Fig. 1: clock routing
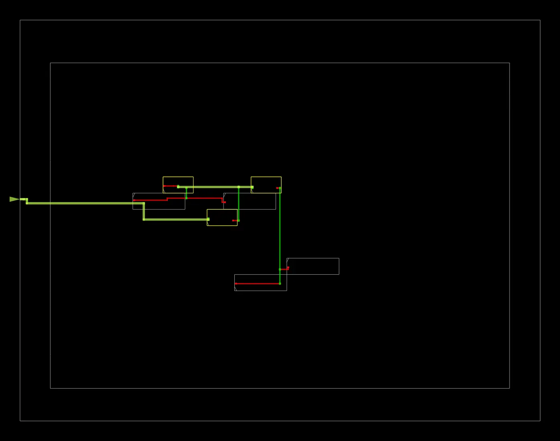
Fig. 2: M1 wires
Supply wires on this layer in grey.
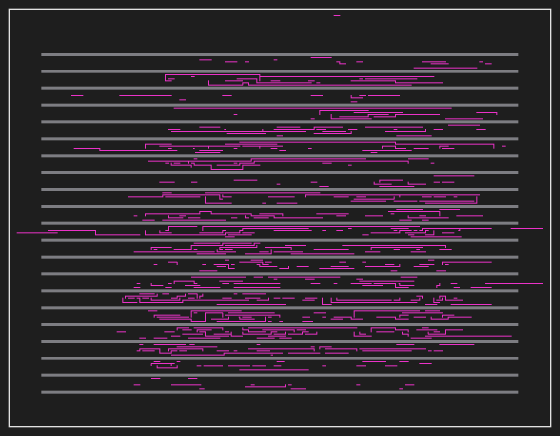
$ cat src/rtl/multicycle_controller_if.sv
// Control bundle between the multicycle controller and the MIPS datapath.
// The master drives every select and strobe; the slave supplies the decoded instruction fields.
interface multicycle_controller_if;
    logic [5:0] op;
    logic [5:0] funct;
    logic       zero;
    logic       memread;
    logic       memwrite;
    logic       alusrca;
    logic       iord;
    logic       pcen;
    logic       irwrite;
    logic       regwrite;
    logic [1:0] memtoreg;
    logic [1:0] regdst;
    logic [1:0] pcsource;
    logic [1:0] alusrcb;
    logic [2:0] alucont;
    logic [3:0] state;

    modport master (
        input  op, funct, zero,
        output memread, memwrite, alusrca, iord, pcen, irwrite, regwrite,
               memtoreg, regdst, pcsource, alusrcb, alucont, state
    );

    modport slave (
        output op, funct, zero,
        input  memread, memwrite, alusrca, iord, pcen, irwrite, regwrite,
               memtoreg, regdst, pcsource, alusrcb, alucont, state
    );
endinterface

$ cat src/rtl/multicycle_controller.sv
// Moore multicycle control FSM for the Weihai MIPS datapath: sequences fetch, decode,
// execute, memory and write-back, producing all datapath selects and memory strobes.
module multicycle_controller (
    input  logic                          clk,
    input  logic                          reset,
    multicycle_controller_if.master       bus
);

    typedef enum logic [3:0] {
        S_FETCH   = 4'd0,
        S_DECODE  = 4'd1,
        S_MEMADR  = 4'd2,
        S_MEMRD   = 4'd3,
        S_MEMWR   = 4'd4,
        S_RTYPEEX = 4'd5,
        S_RTYPEWB = 4'd6,
        S_BEQEX   = 4'd7,
        S_JEX     = 4'd8,
        S_ADDIEX  = 4'd9,
        S_ITYPEWB = 4'd10,
        S_ORIEX   = 4'd11,
        S_LUIEX   = 4'd12,
        S_JALEX   = 4'd13,
        S_JREX    = 4'd14
    } state_t;

    localparam logic [5:0] OP_RTYPE = 6'b000000;
    localparam logic [5:0] OP_LW    = 6'b100011;
    localparam logic [5:0] OP_SW    = 6'b101011;
    localparam logic [5:0] OP_BEQ   = 6'b000100;
    localparam logic [5:0] OP_J     = 6'b000010;
    localparam logic [5:0] OP_JAL   = 6'b000011;
    localparam logic [5:0] OP_ADDI  = 6'b001000;
    localparam logic [5:0] OP_ORI   = 6'b001101;
    localparam logic [5:0] OP_LUI   = 6'b001111;
    localparam logic [5:0] FN_JR    = 6'b001000;

    // Bit 3 flags a supported R-type funct; bits 2:0 are the ALU control for it.
    function automatic logic [3:0] funct_decode(input logic [5:0] fn);
        logic [3:0] res;
        case (fn)
            6'b100000: res = 4'b1_010;
            6'b100010: res = 4'b1_110;
            6'b100100: res = 4'b1_000;
            6'b100101: res = 4'b1_001;
            6'b101010: res = 4'b1_111;
            default:   res = 4'b0_010;
        endcase
        return res;
    endfunction

    state_t     state_r;
    logic [3:0] fdec_s;

    logic       memread_s;
    logic       memwrite_s;
    logic       alusrca_s;
    logic       iord_s;
    logic       pcwrite_s;
    logic       branch_s;
    logic       irwrite_s;
    logic       regwrite_s;
    logic [1:0] memtoreg_s;
    logic [1:0] regdst_s;
    logic [1:0] pcsource_s;
    logic [1:0] alusrcb_s;
    logic [2:0] alucont_s;

    assign fdec_s = funct_decode(bus.funct);

    // State register and next-state sequencing; op/funct are consulted only from DECODE on.
    always_ff @(posedge clk) begin
        if (reset) begin
            state_r <= S_FETCH;
        end else begin
            case (state_r)
                S_FETCH:  state_r <= S_DECODE;
                S_DECODE: begin
                    case (bus.op)
                        OP_LW, OP_SW: state_r <= S_MEMADR;
                        OP_RTYPE:     state_r <= (bus.funct == FN_JR) ? S_JREX : S_RTYPEEX;
                        OP_BEQ:       state_r <= S_BEQEX;
                        OP_J:         state_r <= S_JEX;
                        OP_JAL:       state_r <= S_JALEX;
                        OP_ADDI:      state_r <= S_ADDIEX;
                        OP_ORI:       state_r <= S_ORIEX;
                        OP_LUI:       state_r <= S_LUIEX;
                        default:      state_r <= S_FETCH;
                    endcase
                end
                S_MEMADR:  state_r <= (bus.op == OP_SW) ? S_MEMWR : S_MEMRD;
                S_RTYPEEX: state_r <= fdec_s[3] ? S_RTYPEWB : S_FETCH;
                S_ADDIEX, S_ORIEX, S_LUIEX: state_r <= S_ITYPEWB;
                default:   state_r <= S_FETCH;
            endcase
        end
    end

    // Per-state datapath controls, Moore decode with funct feeding the R-type ALU op.
    always_comb begin
        memread_s  = 1'b0;
        memwrite_s = 1'b0;
        alusrca_s  = 1'b0;
        iord_s     = 1'b0;
        pcwrite_s  = 1'b0;
        branch_s   = 1'b0;
        irwrite_s  = 1'b0;
        regwrite_s = 1'b0;
        memtoreg_s = 2'b00;
        regdst_s   = 2'b00;
        pcsource_s = 2'b00;
        alusrcb_s  = 2'b00;
        alucont_s  = 3'b010;
        case (state_r)
            S_FETCH: begin
                memread_s = 1'b1;
                irwrite_s = 1'b1;
                alusrcb_s = 2'b01;
                pcwrite_s = 1'b1;
            end
            S_DECODE:  alusrcb_s = 2'b11;
            S_MEMADR, S_ADDIEX: begin
                alusrca_s = 1'b1;
                alusrcb_s = 2'b10;
            end
            S_MEMRD: begin
                iord_s     = 1'b1;
                memread_s  = 1'b1;
                regwrite_s = 1'b1;
                memtoreg_s = 2'b01;
            end
            S_MEMWR: begin
                iord_s     = 1'b1;
                memwrite_s = 1'b1;
            end
            S_RTYPEEX: begin
                alusrca_s = 1'b1;
                alucont_s = fdec_s[2:0];
            end
            S_RTYPEWB: begin
                regwrite_s = 1'b1;
                regdst_s   = 2'b01;
            end
            S_BEQEX: begin
                alusrca_s  = 1'b1;
                alucont_s  = 3'b110;
                branch_s   = 1'b1;
                pcsource_s = 2'b01;
            end
            S_JEX: begin
                pcwrite_s  = 1'b1;
                pcsource_s = 2'b10;
            end
            S_ORIEX: begin
                alusrca_s = 1'b1;
                alusrcb_s = 2'b10;
                alucont_s = 3'b001;
            end
            S_LUIEX: begin
                alusrca_s = 1'b1;
                alusrcb_s = 2'b11;
            end
            S_ITYPEWB: regwrite_s = 1'b1;
            S_JALEX: begin
                regwrite_s = 1'b1;
                regdst_s   = 2'b10;
                memtoreg_s = 2'b10;
                pcwrite_s  = 1'b1;
                pcsource_s = 2'b10;
            end
            S_JREX: begin
                pcwrite_s  = 1'b1;
                pcsource_s = 2'b11;
            end
            default: alucont_s = 3'b010;
        endcase
    end

    // Reset masks every state-changing strobe so an abandoned instruction cannot write.
    assign bus.memread  = memread_s  & ~reset;
    assign bus.memwrite = memwrite_s & ~reset;
    assign bus.irwrite  = irwrite_s  & ~reset;
    assign bus.regwrite = regwrite_s & ~reset;
    assign bus.pcen     = (pcwrite_s | (branch_s & bus.zero)) & ~reset;
    assign bus.alusrca  = alusrca_s;
    assign bus.iord     = iord_s;
    assign bus.memtoreg = memtoreg_s;
    assign bus.regdst   = regdst_s;
    assign bus.pcsource = pcsource_s;
    assign bus.alusrcb  = alusrcb_s;
    assign bus.alucont  = alucont_s;
    assign bus.state    = state_r;

endmodule

$ cat src/flat_wrapper.sv
// flat-port wrapper written by rule: the top's interface ports become plain ports
module multicycle_controller_flat 
  (clk, reset, bus_op, bus_funct, bus_zero, bus_memread, bus_memwrite, bus_alusrca, bus_iord, bus_pcen, bus_irwrite, bus_regwrite, bus_memtoreg, bus_regdst, bus_pcsource, bus_alusrcb, bus_alucont, bus_state);
  multicycle_controller_if bus_i ();
  input  logic clk;
  input  logic reset;
  input wire logic [$bits(bus_i.op)-1:0] bus_op;
  input wire logic [$bits(bus_i.funct)-1:0] bus_funct;
  input wire logic [$bits(bus_i.zero)-1:0] bus_zero;
  output wire logic [$bits(bus_i.memread)-1:0] bus_memread;
  output wire logic [$bits(bus_i.memwrite)-1:0] bus_memwrite;
  output wire logic [$bits(bus_i.alusrca)-1:0] bus_alusrca;
  output wire logic [$bits(bus_i.iord)-1:0] bus_iord;
  output wire logic [$bits(bus_i.pcen)-1:0] bus_pcen;
  output wire logic [$bits(bus_i.irwrite)-1:0] bus_irwrite;
  output wire logic [$bits(bus_i.regwrite)-1:0] bus_regwrite;
  output wire logic [$bits(bus_i.memtoreg)-1:0] bus_memtoreg;
  output wire logic [$bits(bus_i.regdst)-1:0] bus_regdst;
  output wire logic [$bits(bus_i.pcsource)-1:0] bus_pcsource;
  output wire logic [$bits(bus_i.alusrcb)-1:0] bus_alusrcb;
  output wire logic [$bits(bus_i.alucont)-1:0] bus_alucont;
  output wire logic [$bits(bus_i.state)-1:0] bus_state;
  assign bus_i.op = bus_op;
  assign bus_i.funct = bus_funct;
  assign bus_i.zero = bus_zero;
  assign bus_memread = bus_i.memread;
  assign bus_memwrite = bus_i.memwrite;
  assign bus_alusrca = bus_i.alusrca;
  assign bus_iord = bus_i.iord;
  assign bus_pcen = bus_i.pcen;
  assign bus_irwrite = bus_i.irwrite;
  assign bus_regwrite = bus_i.regwrite;
  assign bus_memtoreg = bus_i.memtoreg;
  assign bus_regdst = bus_i.regdst;
  assign bus_pcsource = bus_i.pcsource;
  assign bus_alusrcb = bus_i.alusrcb;
  assign bus_alucont = bus_i.alucont;
  assign bus_state = bus_i.state;
  multicycle_controller u_core (.clk(clk), .reset(reset), .bus(bus_i));
endmodule
$ cat config.mk
export PLATFORM = sky130hd
export DESIGN_NAME = multicycle_controller_flat
export DESIGN_NICKNAME = d
export VERILOG_FILES = /design/src/rtl/multicycle_controller_if.sv /design/src/rtl/multicycle_controller.sv /design/src/flat_wrapper.sv
export SDC_FILE = /design/constraint.sdc
export NUM_CORES = 1
export LEC_CHECK = 0
export ABC_AREA = 1
export CAP_MARGIN = 10
export CELL_PAD_IN_SITES_DETAIL_PLACEMENT = 1
export CELL_PAD_IN_SITES_GLOBAL_PLACEMENT = 2
export CORE_AREA = 5 5 82 62
export DETAILED_ROUTE_END_ITERATION = 6
export DIE_AREA = 0 0 87 67
export PLACE_DENSITY = 0.92
export SYNTH_ARGS = -nofsm -noshare
export SYNTH_HDL_FRONTEND = slang
export SYNTH_SLANG_ARGS = --single-unit
$ cat constraint.sdc
create_clock -name clk -period 1.85 [get_ports clk]
set_clock_uncertainty 0.1 [all_clocks]
set_input_delay 0.37 -clock clk [delete_from_list [all_inputs] [get_ports clk]]
set_output_delay 0.37 -clock clk [all_outputs]
set_load 0.1 [all_outputs]
==> metrics.sh <==
SEQ_AREA_FRAC_SYNTH_PCT=11.1
SEQ_SHARE_PCT=4.52
FINAL_SETUP_VIO_COUNT=10
GPL.FINAL_WEIGHTED_CONGESTION=0.828
FINAL.SIGNAL_BUFFER_COUNT=79
TIMING.CRITICAL_PATH.BUF_INV=3
MAPPEDNETLISTNETS=166
POWER.TOTAL_uW=724
FMAX_GHz=0.497
SEQUENTIAL_CELL_TOTAL=4
YS.FLOP_TYPE='sky130_fd_sc_hd__dfxtp_1'
WORST_PATH_MOST_REPEATED_CELL='sky130_fd_sc_hd__nor2_4'
FIRST_GLOBAL_VIAS=1368
SYNTH_WARNINGS=0
CRITICAL-PATH-TOP-DELAY-FAMILY='simple AND/OR/NAND/NOR gates'
REPORT.FINAL.SLEW_VIOL_COUNT=0
START_KIND='flop'
MULTI_INPUT_COMB_AREA_UM2=841
PLACE.DETAILED.HPWL_UM=2850
GRT.TOTAL_USAGE_PCT=15.7
CLASS_OF_THE_TIGHTEST_HOLD_OR_REMOVAL_CHECK='in2reg'
VIAS=1292
TIMING.CRITICAL_PATH.FANOUT_MAX=4
FLOP_AREA_UM2=95.1
YOSYS.CELL_TYPES.COUNT=20
WORST-R2R-SETUP-SLACK_NS=0.18
VDD_DROP_MAX_mV=0.170
SETUP_TOTAL_NEG_SLACK_NS=-0.630
NUMSYNTHFLOPS=4
REG_CLK_SLEW_REPORTED_PATHS_NS=0.03
WORST_MARGIN_SLEW_NS=0.327
UTILIZATION_PCT=50.4
FINAL.MIN_CLOCK_PERIOD_NS=2.01
WIDTH_OF_THE_CHIP_UM=87
CLK_SHARE_PCT=1.96
POST-PLACE-WS_NS=-0.477
P_SEQ_SHARE_PCT=13.6
WORSTSETUPENDPOINTTYPE='output port'
LAUNCH_POINT_OF_THE_WORST_REG_TO_REG_PATH='u_core.bus.state[0]$_SDFF_PP0_'
CLOCK_TREE_FROM_TRITONCTS='built'
AREA_GROWTH_PCT=191
FINALNETCOUNT=248
POST_SYNTH_MAIN_AREA_CONTRIBUTORS='sky130_fd_sc_hd__nand2_1, sky130_fd_sc_hd__nor2_1, sky130_fd_sc_hd__inv_1'
WL_PER_CELL_UM=16.3
PWR-SHARE-COMB_PCT=61.0
ANTENNA_CELLS_INSERTED=0
VIAS_PER_CELL=4.52
N_FILL_CELL=489
FINAL.PERIOD_UTILIZATION_PCT=109
FLOORPLAN.DIE_AREA_MM2=0.00583
CLOCK_NET_POWER_uW=184
SYNTHARSTFLOPSHARE_PCT=0
HOLDWS_NS=0.704
WORST-SETUP-PATH-TYPE='reg2out'
RUN_STATUS='finished, violations left'
COREAREA_MM2=0.00418
SETUP_WS_NS=-0.161
NETSWITCHINGPOWER_uW=321
POWER.SWITCHING_FRACTION_PCT=44.4
CELL_TYPE_OF_THE_SLOWEST_STAGE_ON_THE_WORST_TIMING_PATH='sky130_fd_sc_hd__dfxtp_4'
CTS.SINKS=4
REG2REGPATHDEPTH=11
FAILED_CHECKS='negative setup slack'
GRT_MAX_DEGREE=10
TALLY_OF_OPENROAD_WARNINGS=29
NNONCLKINVERTERS=29
-- Fig. 1 (at the start) --
number of clock buffers in the layout: 3
Latency at later pin: 0.21 ns
CTS Buf Count: 3

-- Fig. 2 (at the start) --
nets with wire on the layer: 221
longest straight run: 44.6 um
main direction: horizontal

-- metal layers --
layer	vias up	part of all wire, %	track usage, %
met5	-	0	0
li1	635	-	-
met2	31	55	30.8
met3	4	4.6	2.60
met4	0	1.3	1.75
met1	622	39	18.3
-- timing repair --
item,4_1_cts,5_1_grt
setup endpoints to repair,11,14
resized,57,15
gates cloned,0,0
setup buffers,20,6
pin swaps,20,5
-- kinds of logic (layout without fill, tap and decap cells) --
kind of cell,Yosys count,in the layout,synth area share [%]
simple gates,98,98,58.2
buf+inv,31,111,16.6
compound gates,18,18,14.2
flops,4,4,11.1
Power is estimated from default activity; no workload was simulated.
